==> run_1/power_grid.png <==
Scale bar: 20 um. Pins as bars on the die edge. Tap cells in gray.
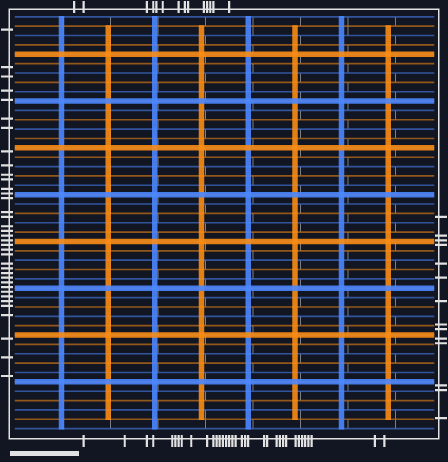
==> run_1/placement_by_type.png <==
Scale bar: 20 um.
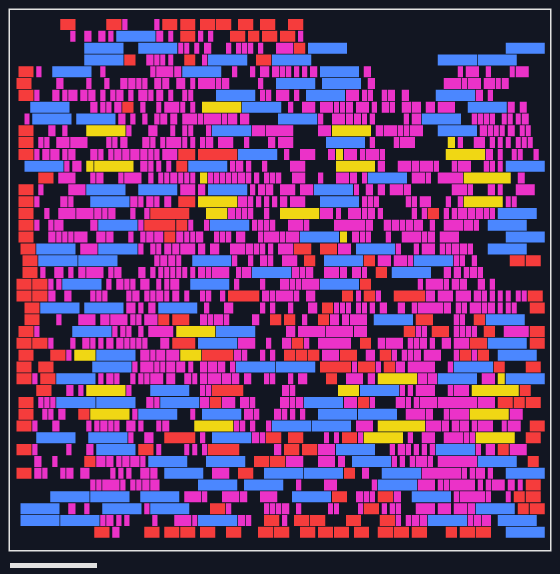
==> run_1/clk_routes.png <==
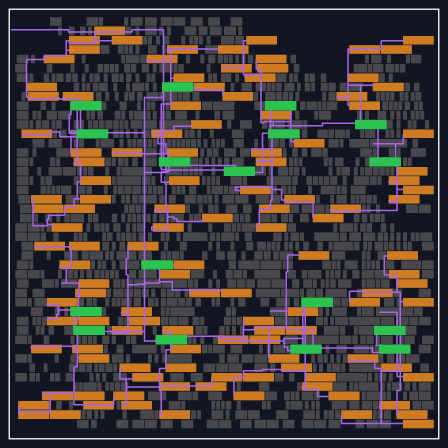
==> config.mk <==
export PLATFORM = sky130hd
export DESIGN_NAME = door_pulse_sequencer
export DESIGN_NICKNAME = d
export VERILOG_FILES = /design/src/rtl/door_seq_pkg.sv /design/src/rtl/door_pulse_sequencer_prescaler.sv /design/src/rtl/door_pulse_sequencer.sv
export SDC_FILE = /design/constraint.sdc
export NUM_CORES = 1
export LEC_CHECK = 0
export ABC_AREA = 1
export CORE_UTILIZATION = 51
export CTS_CLUSTER_DIAMETER = 120
export CTS_CLUSTER_SIZE = 16
export DETAILED_ROUTE_END_ITERATION = 12
export PLACE_DENSITY_LB_ADDON = 0.12
export SLEW_MARGIN = 20
export SYNTH_ARGS = -nofsm -noshare
export SYNTH_HDL_FRONTEND = slang
export SYNTH_SLANG_ARGS = --single-unit
==> constraint.sdc <==
create_clock -name clk -period 3.2 [get_ports clk]
set_clock_uncertainty 0.15 [all_clocks]
set_input_delay 0.32 -clock clk [delete_from_list [all_inputs] [get_ports clk]]
set_output_delay 0.32 -clock clk [all_outputs]
set_load 0.01 [all_outputs]
==> src/rtl/door_seq_pkg.sv <==
// Shared types and constants for the door-handle pulse sequencer:
// the sequencer state enum, the default command id, the decoded frame
// layout and the per-state pin level.
package door_seq_pkg;

  // Sequencer states. IDLE is encoded as 0 so a cleared register means idle.
  typedef enum logic [2:0] {
    IDLE = 3'd0,
    HIGH = 3'd1,
    LOW  = 3'd2,
    IMP  = 3'd3,
    STOP = 3'd4,
    DONE = 3'd5
  } seq_state_t;

  // tele_byte value that identifies a pulse-sequence command frame.
  localparam logic [7:0] DEFAULT_CMD_ID = 8'hA5;

  // Decoded telemetry frame as delivered by the byte-capture stage.
  typedef struct packed {
    logic [7:0]  tele_byte;
    logic [7:0]  rep_no;
    logic [15:0] high_on;
    logic [15:0] low_on;
    logic [15:0] imp_on;
    logic [15:0] stop_on;
  } frame_t;

  // Level driven on the stimulus pin while a state is active.
  function automatic logic state_level(input seq_state_t s);
    return (s == HIGH) || (s == IMP);
  endfunction

endpackage

==> src/rtl/door_pulse_sequencer_prescaler.sv <==
// tick_prescaler: divides clk down to the sequencer time base.
// tick is high on the last clk cycle of every TICK_DIV-cycle tick period.
// restart forces the count back to 0 on the next edge so a freshly entered
// phase always sees a full tick period before its first tick.
module tick_prescaler #(
  parameter int TICK_DIV = 1000
) (
  input  logic clk,
  input  logic rst,
  input  logic restart,
  output logic tick
);

  localparam int PW = (TICK_DIV > 1) ? $clog2(TICK_DIV) : 1;
  localparam logic [PW-1:0] LAST = PW'(TICK_DIV - 1);

  logic [PW-1:0] count;

  // Free-running modulo-TICK_DIV counter, zeroed on restart.
  always_ff @(posedge clk or negedge rst) begin
    if (!rst) begin
      count <= '0;
    end else if (restart || (count == LAST)) begin
      count <= '0;
    end else begin
      count <= count + PW'(1);
    end
  end

  assign tick = (count == LAST);

endmodule

==> src/rtl/door_pulse_sequencer.sv <==
// door_pulse_sequencer: replays one decoded telemetry frame as a timed
// door-handle stimulus waveform on pulse_out.
//
// Build option: define SEQ_LOOP_EN to make rep_no=0 repeat HIGH/LOW/IMP
// forever (cur_rep wraps modulo 256); abort then runs STOP and DONE
// instead of dropping straight to IDLE.
//
// Handshake: frame_valid is a one-cycle strobe with all frame fields
// stable. A frame is taken only in IDLE; busy is high from the cycle after
// acceptance until the DONE cycle, where done pulses for one cycle and busy
// is already low. A strobe in any non-IDLE state (DONE included) is dropped
// and flagged on overrun. There is no back-pressure on the capture stage.
module door_pulse_sequencer
  import door_seq_pkg::*;
#(
  parameter int         TICK_DIV = 1000,
  parameter logic [7:0] CMD_ID   = DEFAULT_CMD_ID
) (
  input  logic        clk,
  input  logic        rst,
  input  logic        frame_valid,
  input  logic [7:0]  tele_byte,
  input  logic [7:0]  rep_no,
  input  logic [15:0] high_on,
  input  logic [15:0] low_on,
  input  logic [15:0] imp_on,
  input  logic [15:0] stop_on,
  input  logic        abort,
  output logic        pulse_out,
  output logic        busy,
  output logic        done,
  output logic [7:0]  cur_rep,
  output logic        cmd_err,
  output logic        overrun,
  output logic [2:0]  dbg_state
);

`ifdef SEQ_LOOP_EN
  localparam bit LOOP_EN = 1'b1;
`else
  localparam bit LOOP_EN = 1'b0;
`endif

  seq_state_t  state, state_nxt;
  frame_t      fr, in_frame;
  logic        fr_seen;
  logic [15:0] cnt, load_val;
  logic        tick, load, phase_end;
  logic        fr_load, accept, imp_end, rep_inc, ovr_set, loop_mode;

  // First phase of a repetition; zero-length phases are skipped. With all
  // three lengths zero the repetition still takes one IMP bookkeeping cycle.
  function automatic seq_state_t rep_entry(input logic [15:0] h,
                                           input logic [15:0] l);
    if (h != 16'd0)      return HIGH;
    else if (l != 16'd0) return LOW;
    else                 return IMP;
  endfunction

  // Trailing phase: STOP, or straight to DONE when it has zero length.
  function automatic seq_state_t stop_entry(input logic [15:0] s);
    return (s != 16'd0) ? STOP : DONE;
  endfunction

  // Tick count loaded into the phase counter when a state is entered.
  function automatic logic [15:0] phase_len(input seq_state_t st,
                                            input logic [15:0] h,
                                            input logic [15:0] l,
                                            input logic [15:0] i,
                                            input logic [15:0] s);
    case (st)
      HIGH:    return h;
      LOW:     return l;
      IMP:     return i;
      STOP:    return s;
      default: return 16'd0;
    endcase
  endfunction

  assign in_frame = '{tele_byte: tele_byte, rep_no: rep_no,
                      high_on: high_on, low_on: low_on,
                      imp_on: imp_on, stop_on: stop_on};

  // Endless repetition only applies to a latched rep_no of zero.
  assign loop_mode = LOOP_EN && (fr.rep_no == 8'd0);

  tick_prescaler #(.TICK_DIV(TICK_DIV)) u_prescaler (
    .clk     (clk),
    .rst     (rst),
    .restart (load),
    .tick    (tick)
  );

  // Next-state logic: phase sequencing, zero-length skipping, abort.
  always_comb begin
    state_nxt = state;
    fr_load   = 1'b0;
    accept    = 1'b0;
    load      = 1'b0;
    imp_end   = 1'b0;
    rep_inc   = 1'b0;
    ovr_set   = 1'b0;
    load_val  = 16'd0;
    // A phase ends on the tick that takes its counter from 1 to 0; a
    // counter loaded with 0 (all-zero repetition) ends at once.
    phase_end = (cnt == 16'd0) || (tick && (cnt == 16'd1));

    case (state)
      IDLE: begin
        if (frame_valid) begin
          fr_load = 1'b1;
          if (tele_byte == CMD_ID) begin
            accept = 1'b1;
            load   = 1'b1;
            if ((rep_no == 8'd0) && !LOOP_EN) state_nxt = stop_entry(stop_on);
            else                              state_nxt = rep_entry(high_on, low_on);
          end
        end
      end
      HIGH: begin
        if (phase_end) begin
          load = 1'b1;
          if (fr.low_on != 16'd0)      state_nxt = LOW;
          else if (fr.imp_on != 16'd0) state_nxt = IMP;
          else                         imp_end   = 1'b1;
        end
      end
      LOW: begin
        if (phase_end) begin
          load = 1'b1;
          if (fr.imp_on != 16'd0) state_nxt = IMP;
          else                    imp_end   = 1'b1;
        end
      end
      IMP: begin
        if (phase_end) begin
          load    = 1'b1;
          imp_end = 1'b1;
        end
      end
      STOP: begin
        if (phase_end) begin
          load      = 1'b1;
          state_nxt = DONE;
        end
      end
      DONE: state_nxt = IDLE;
      default: state_nxt = IDLE;
    endcase

    // End of a repetition: count it and decide between another one and STOP.
    if (imp_end) begin
      rep_inc = 1'b1;
      if (loop_mode || (({1'b0, cur_rep} + 9'd1) < {1'b0, fr.rep_no}))
        state_nxt = rep_entry(fr.high_on, fr.low_on);
      else
        state_nxt = stop_entry(fr.stop_on);
    end

    if (frame_valid && (state != IDLE)) ovr_set = 1'b1;

    // Abort wins over everything else. In endless mode it finishes through
    // STOP/DONE; otherwise it drops to IDLE with no done strobe.
    if (abort && (state != IDLE)) begin
      rep_inc = 1'b0;
      if (loop_mode && (state inside {HIGH, LOW, IMP})) begin
        load      = 1'b1;
        state_nxt = stop_entry(fr.stop_on);
      end else if (!(loop_mode && (state inside {STOP, DONE}))) begin
        load      = 1'b0;
        state_nxt = IDLE;
      end
    end

    if (accept)
      load_val = phase_len(state_nxt, high_on, low_on, imp_on, stop_on);
    else
      load_val = phase_len(state_nxt, fr.high_on, fr.low_on, fr.imp_on, fr.stop_on);
  end

  // State register and latched frame.
  always_ff @(posedge clk or negedge rst) begin
    if (!rst) begin
      state   <= IDLE;
      fr      <= '0;
      fr_seen <= 1'b0;
    end else begin
      state <= state_nxt;
      if (fr_load) begin
        fr      <= in_frame;
        fr_seen <= 1'b1;
      end
    end
  end

  // Phase counter: load on phase entry, count down on each tick.
  always_ff @(posedge clk or negedge rst) begin
    if (!rst) begin
      cnt <= 16'd0;
    end else if (load) begin
      cnt <= load_val;
    end else if (tick && (cnt != 16'd0)) begin
      cnt <= cnt - 16'd1;
    end
  end

  // Repetition counter and sticky overrun flag.
  always_ff @(posedge clk or negedge rst) begin
    if (!rst) begin
      cur_rep <= 8'd0;
      overrun <= 1'b0;
    end else begin
      if (accept)       cur_rep <= 8'd0;
      else if (rep_inc) cur_rep <= cur_rep + 8'd1;
      if (accept)       overrun <= 1'b0;
      else if (ovr_set) overrun <= 1'b1;
    end
  end

  // Registered pin and status outputs, decoded from the next state so they
  // line up with the state register.
  always_ff @(posedge clk or negedge rst) begin
    if (!rst) begin
      pulse_out <= 1'b0;
      busy      <= 1'b0;
      done      <= 1'b0;
    end else begin
      pulse_out <= state_level(state_nxt);
      busy      <= (state_nxt inside {HIGH, LOW, IMP, STOP});
      done      <= (state_nxt == DONE);
    end
  end

  // The last latched frame is kept, so rejection is read straight from it.
  assign cmd_err   = fr_seen && (fr.tele_byte != CMD_ID);
  assign dbg_state = state;

endmodule

==> results.ini, run 1 <==
[status]
outcome=finished with violations
violations=negative setup slack

[synth]
numSynthFlops=122
top_cells_by_area=dfrtp_1, nand2_1, nor2_1, inv_1, o21ai_0
ys.flop_type=dfrtp_1
seq_area_frac_synth_pct=40.0
avgSynthCellArea_um2=7.27
ys_cells=1051
syn_area_um2=7640
post_synth_inst_count=1051
edf_count=0
yosysTopAreaCell=dfrtp_1
top_area_share_pct=40.0
top_cells_by_count=nand2_1, nor2_1, inv_1
async_flop_share_pct=100
yosysWarnings=0

[final_timing]
slew_viol_final=0
setup_slack_ps=-267
grt_setup_unrepaired=yes
timing.final.hold_violations=0
slew_headroom_pct=43.6
finalSetupViolations=16
finalSetupTns_ps=-3220
whs_ps=314
min_period_ps=3470

[power_and_ir_drop]
internal_power_mw=4.68
vdd_drop_max_mv=0.430
power.clock.total_mw=1.97
pwr-share-clk_pct=25.6
power_density_nw_per_um2=745
combPwrFrac_pct=39.3
leakagePower_nw=4.83
seqPwrFrac_pct=35.0
power.group.top=combinational logic
total_power_mw=7.70
switching_share_pct=39.2
pg_seq_mw=2.70

[critical_path]
r2r_start=cur_rep[0]
cp-end-kind=flop
cp_slowest_cell=dfrtp_1
cp_top_family=simple AND/OR/NAND/NOR gates
cp_num_buf_inv=3
crit_arrival_ps=3660
crit_type=flop to flop
required_ps=3390

[finish]
fillerInstances=1183
largest_reg_flops=80
final_area_um2=10300
reg.largest.list=fr x80, cnt x16, u_prescaler.count x10
stdcell_count=1393
nets=1294
insertedDiodeCount=0
mostFrequentLayoutCells=nand2_1, nor2_1, inv_1

[job]
warnings=30

[worst_hold_path]
holdCritPathClass=flop to flop

[routing]
postRouteAntennaNets=0
via_per_inst=5.50
wire_per_inst_um=17.2
met3_length_mm=1.92
drc=0
wl_mm=24.0
num_vias=7668
routed.top_layer=met4
dr.pass1.iters=5

[grt]
grt.total_usage_pct=31.4
use_met1_pct=43.6
grt.met3_usage_pct=6.31
busiest_layer=met2
use_met2_pct=48.0
grt_max_degree=82
grt-ovfl-total=0

[die]
fp_util_pct=52.4
rows=44
die_x_um=124

[clock_network]
clock-sinks=122
numCtsBuffers=17
clock_latency_ps=420
cts.path.max_buffers=2
cts_tree=done
htreeDepth=4

[place]
gp_congestion=1.01
portBuffers=99
pre_cts_ws_ps=-296
place_inst=1342
placed_cell_area_um2=9060

-- power_grid.png (at the start) --
VDD -> orange
VSS -> blue
met1 rails = 45
met4 straps = 8
tap cells = 184
rows = 44
met5 straps = 8

-- placement_by_type.png (at the start) --
other buffers and delay cells -> red  # cells 166
combinational and other logic -> magenta  # cells 891
flops -> blue  # cells 122
clock drivers and dummy loads -> yellow  # cells 30

-- clk_routes.png (at the start) --
clock drivers -> green  # count 17
flip-flops -> orange  # count 122
clock wires -> purple  # length 1680 um
routed clock nets = 18
flops lie = spread over the die

==> run 1: worst register-to-register path: stages (launching register included) <==
cell and delay (ps):
dfrtp_1 410, ha_4 170, nand2_4 60, nor2_4 150
nand3_2 130, xor2_2 200, inv_2 70, ha_4 220
a21oi_2 130, o211ai_1 110, a21oi_2 190, nand2_2 100
nand2_2 80, nand3_4 90, nand2_4 100, buf_6 100
nand4_4 190, buf_12 230, nor2_2 100, nor2_1 60
nand2_1 80, nand3_2 110, a21oi_2 160
==> run 1: timing repair <==
action,in CTS,in global routing
gates cloned,0,2
hold buffers,1,0
pin swaps,9,42
endpoints found under the setup margin,16,17
endpoints found under the hold margin,51,0
gates resized,32,94
buffers inserted,9,9
==> run 1: kinds of logic (layout without fill, tap and decap cells) <==
kind of cell / count (synthesis) / in the layout / synth area share [%]
buffers and inverters: 187 / 345 / 10.2
adder cells (fa/ha/maj): 12 / 12 / 1.97
multiplexers: 13 / 13 / 1.90
flip-flops: 122 / 122 / 40.0
XOR/XNOR: 19 / 19 / 2.18
AND-OR/OR-AND: 170 / 170 / 12.6
AND/OR/NAND/NOR: 528 / 528 / 31.2
==> run 1: layout make-up <==
class	instances	area, um2	share of cell area (%)
clock buffers	21	480	4.65
clock inverters	9	120	1.16
inverters	149	579	5.61
multi-input cells	742	4200	40.6
flip-flops and latches	122	3050	29.5
well taps	184	230	2.23
repair buffers	166	1670	16.2
==> run 1: final timing paths <==
kind	to	slack [ps]	depth (start not counted)
min	fr_seen	310	2
min in group asynchronous	cur_rep[7]	330	2
max	cnt[9]	-270	22
min reg2reg	fr_seen	310	2
max in group asynchronous	u_prescaler.count[6]	1790	3
max reg2reg	cnt[9]	-270	22
==> run_1/wires.png <==
Scale bar: 20 um. Only two layers are drawn.
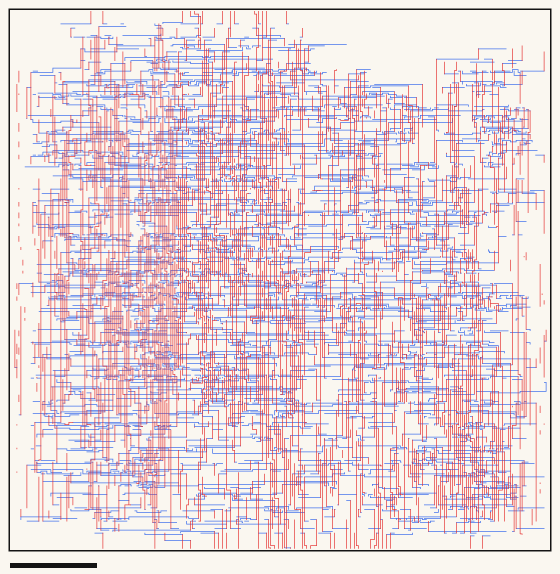

==> run 2, diff against run 1 <==
--- a/config.mk
+++ b/config.mk
@@ -13,2 +13,3 @@
 export PLACE_DENSITY_LB_ADDON = 0.12
+export RECOVER_POWER = 50
 export SLEW_MARGIN = 20
==> constraint.sdc (replaced) <==
create_clock -name clk -period 3.2 [get_ports clk]
set_clock_uncertainty 0.15 [all_clocks]
set_input_delay 0.64 -clock clk [delete_from_list [all_inputs] [get_ports clk]]
set_output_delay 0.64 -clock clk [all_outputs]
set_load 0.01 [all_outputs]
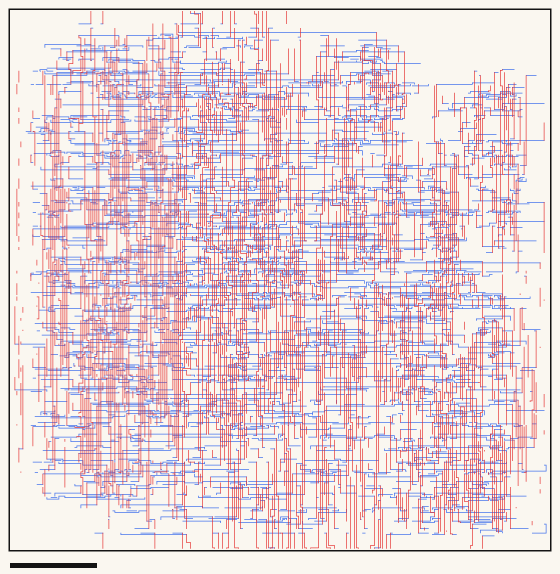
(run_2/wires.png)
Scale bar: 20 um. Only two layers are drawn.
metal 2 -> red  # wire length 11500 um
metal 1 -> blue  # wire length 9700 um
Vias: 7852
average routed wire per standard cell: 16.6 um

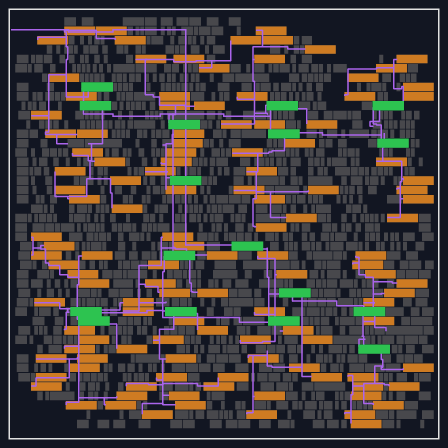
(run_2/clk_routes.png)
clock drivers -> green  # count 17
flip-flops -> orange  # count 122
clock wires -> purple  # length 1600 um
routed clock nets = 18
flops lie = spread over the die

==> results.ini, run 2 <==
[final_timing]
grt_setup_unrepaired=yes
min_period_ps=3420
timing.fmax_ghz=0.292
slew_headroom_pct=1.19
finalSetupTns_ps=-2930
finalSetupViolations=17
setup_slack_ps=-220
timing.final.hold_violations=0

[power_and_ir_drop]
switching_share_pct=39.5
power.group.top=combinational logic
pg_seq_mw=2.70
internal_power_mw=4.63
power.clock.total_mw=1.93
seqPwrFrac_pct=35.3
pwr-share-clk_pct=25.3
power_density_nw_per_um2=720
combPwrFrac_pct=39.4
vdd_drop_max_mv=0.495
leakagePower_nw=5.01

[clock_network]
clock_latency_ps=420
cts_tree=done
post_cts_buffers=11

[job]
warnings=30

[synth]
yosys_area_um2=7640
ys.flop_type=dfrtp_1
numSynthFlops=122
syn_area_um2=7640
yosysWarnings=0
avgSynthCellArea_um2=7.27
top_area_share_pct=40.0
seq_area_frac_synth_pct=40.0
yosysTopAreaCell=dfrtp_1
ys_cells=1051
post_synth_inst_count=1051

[place]
portBuffers=99
gp_congestion=0.992

[die]
rows=44
fp_util_pct=52.4
die_x_um=124

[critical_path]
cp_slowest_cell=dfrtp_1
r2r_start=cur_rep[1]
required_ps=3400
cp-end-kind=flop
timing.rr.end=cnt[14]
crit_type=flop to flop
rr_worst_depth=24

[worst_hold_path]
holdCritPathClass=flop to flop
hold-path-cell-count=2

[finish]
largest_reg_flops=80
nets=1343
insertedDiodeCount=0
fillerInstances=1160
mostFrequentLayoutCells=nand2_1, nor2_1, inv_1
reg.largest.list=fr x80, cnt x16, u_prescaler.count x10

[status]
violations=negative setup slack
outcome=finished with violations

[routing]
via_per_inst=5.44
dr.pass1.iters=5
drc=0

[grt]
grt-ovfl-total=0

-- run 2: worst max-delay path: cells and delay by family (launching register included) --
family          cells  cell delay [ps]
fa+ha+maj           1              280
compound gates      2              290
simple gates       13             1230
flops               1              390
buf+inv             7              760
xor+xnor            1              240
-- run 2: how the worst max path moves through the flow --
stage               startpoint  endpoint  slack, ps  cells past startpoint
floorplan           cur_rep[0]   cnt[12]          9                     23
global placement    cur_rep[1]    cnt[0]       -270                     22
detailed placement  cur_rep[1]    cnt[0]       -340                     22
CTS                 cur_rep[1]   cnt[12]       -170                     22
global route        cur_rep[1]   cnt[11]       -410                     23
finish              cur_rep[1]   cnt[14]       -220                     24
-- run 2: through the flow --
stage	instance area [um2]	setup WS [ps]	hold slack (ps)	cells	power, mW
3_5_place_dp	9490	-340	308	1395	5.43
5_1_grt	10600	-411	343	1443	8.14
3_3_place_gp	9490	-271	291	1395	5.36
2_1_floorplan	7640	8.67	194	1051	4.46
6_report	10600	-220	320	1443	7.64
4_1_cts	10500	-168	322	1439	7.54
-- run 2: metal layers --
metal	part of all wire, %	global-route usage (%)	up-vias
met3	7.6	7.43	68
met1	40	40.4	3671
li1	-	-	3759
met4	4.1	15.1	0
met5	0	0	-
met2	48	53.8	354
-- run 2: cell type report --
type | instances | area (um2) | share of cell area [%]
multi-input cells | 742 | 4140 | 39.0
flip-flops and latches | 122 | 3050 | 28.8
repair buffers | 215 | 2010 | 19.0
inverters | 149 | 579 | 5.46
clock buffers | 19 | 443 | 4.18
well taps | 184 | 230 | 2.17
clock inverters | 12 | 150 | 1.42
-- run 2: logic make-up after synthesis --
family                     share of synthesized area (%)
and+or+nand+nor                                     31.2
AOI/OAI and AO/OA                                   12.6
DFF                                                 40.0
adders and majority gates                           1.97
xor gates and xnor gates                            2.18
buffers and inverters                               10.2
muxes                                               1.90
==> run_2/power_grid.png <==
Scale bar: 20 um. Pins as bars on the die edge. Tap cells in gray.
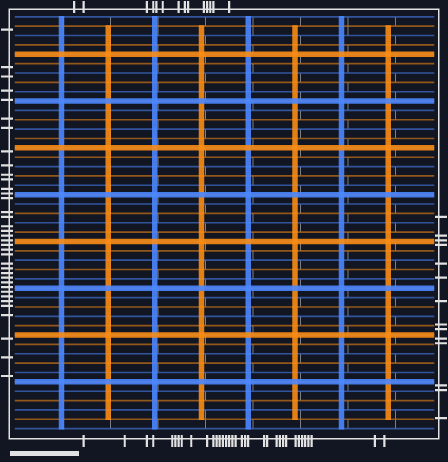

==> run 3, diff against run 2 <==
CORE_UTILIZATION = 52   (was 51)
CTS_BUF_LIST = sky130_fd_sc_hd__clkbuf_8   (was unset)
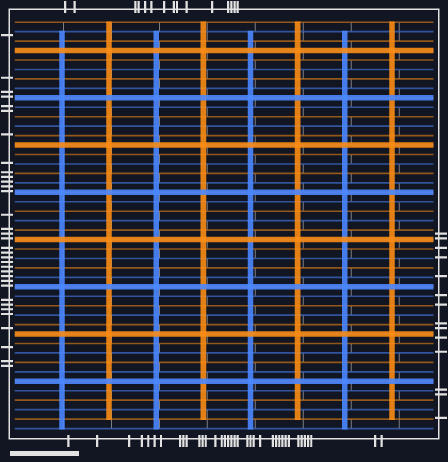
(run_3/power_grid.png)
Scale bar: 20 um. Pins as bars on the die edge. Tap cells in gray.
VSS -> blue
VDD -> orange
met5 straps = 8
tap cells = 180

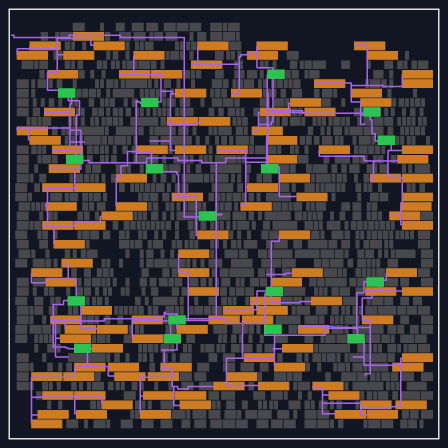
(run_3/clk_routes.png)
clock drivers -> green  # count 17
flip-flops -> orange  # count 122
clock wires -> purple  # length 1660 um
routed clock nets = 18
flops lie = spread over the die

==> results.ini, run 3 <==
[job]
drv_cap=1

[critical_path]
rr_worst_depth=23
crit_type=flop to flop
r2r_setup_slack_ps=-220

[finish]
comb_share_pct=39.6
insertedDiodeCount=0
mostFrequentLayoutCells=nand2_1, nor2_1, inv_1
inverters=149
final_area_um2=10400
seq-cell-share_pct=29.5
nNonClkBuffers=214
nets=1342
buffer_area_share_pct=19.2

[die]
rows=43

[place]
gp_congestion=1.05
placed_cell_area_um2=9390

[routing]
wl_mm=23.5
num_vias=7817
met3_length_mm=1.71
met1_length_mm=9.54
wl_met2_mm=11.1
wire_per_inst_um=16.3

[power_and_ir_drop]
power.group.top=combinational logic
internal_power_mw=4.19

[synth]
yosysWarnings=0
seq_area_frac_synth_pct=40.0
post_synth_inst_count=1051
numSynthFlops=122
top_cells_by_area=dfrtp_1, nand2_1, nor2_1, inv_1, o21ai_0

[status]
outcome=finished with violations
violations=max-capacitance violations, max-slew violations, negative setup slack

[final_timing]
min_period_ps=3420
setup_slack_ps=-222
finalSetupViolations=16
slew_viol_final=28
timing.final.hold_violations=0

[grt]
use_met1_pct=41.9
grt-ovfl-total=0
grt_max_degree=73

[clock_network]
htreeDepth=4
cts.path.max_buffers=2

[run 3: netlist changes by cell type in the layout (fill, tap and decap cells not counted), moves of 4 or more]
cell | before | now
buf_4 | 99 | 94
buf_6 | 6 | 12
clkbuf_16 | 17 | 1
clkbuf_8 | 1 | 18
clkinvlp_4 | 3 | 7
nand3_2 | 17 | 11
nand3_4 | 8 | 12
nor2_1 | 167 | 181
nor2_2 | 28 | 19
nor2_4 | 8 | 3
o21ai_1 | 15 | 19
[run 3: per-stage QoR]
step           TNS (ps)  hold slack, ps  worst slack (ps)
2_1_floorplan         0             194              8.67
3_3_place_gp      -2930             308              -236
3_5_place_dp      -4240             307              -335
4_1_cts           -1620             317              -142
5_1_grt           -5980             359              -402
6_report          -3010             313              -222
[run 3: critical path, stage by stage (launching register included)]
cell,delay (ps)
dfrtp_1,380
ha_2,200
nand2_2,70
nor2_4,160
nand3_2,110
xor2_2,190
inv_2,60
ha_4,220
a21oi_2,110
o211ai_1,100
a21oi_2,210
nand4_1,170
nand3_4,120
nand2_4,100
nand2_8,100
nand3_4,90
buf_6,130
nand2_4,70
inv_4,50
nor2_8,160
buf_6,140
buf_6,90
nand3_4,70
a21oi_2,110
[run 3: cells by family after synthesis]
| family | count (synthesis) | synth area share [%] |
|---|---|---|
| flip-flops | 122 | 40.0 |
| XOR/XNOR | 19 | 2.18 |
| multiplexers | 13 | 1.90 |
| AND-OR/OR-AND | 170 | 12.6 |
| buffers and inverters | 187 | 10.2 |
| adder cells (fa/ha/maj) | 12 | 1.97 |
| AND/OR/NAND/NOR | 528 | 31.2 |
[run 3: timing repair]
item,CTS,global route
endpoints found under the hold margin,26,0
gates cloned,2,0
pin swaps,23,28
resized,52,36
hold buffers,1,0
endpoints found under the setup margin,16,20
buffers inserted,15,4
Power figures rest on the tool's default switching activity, not on a simulated workload.
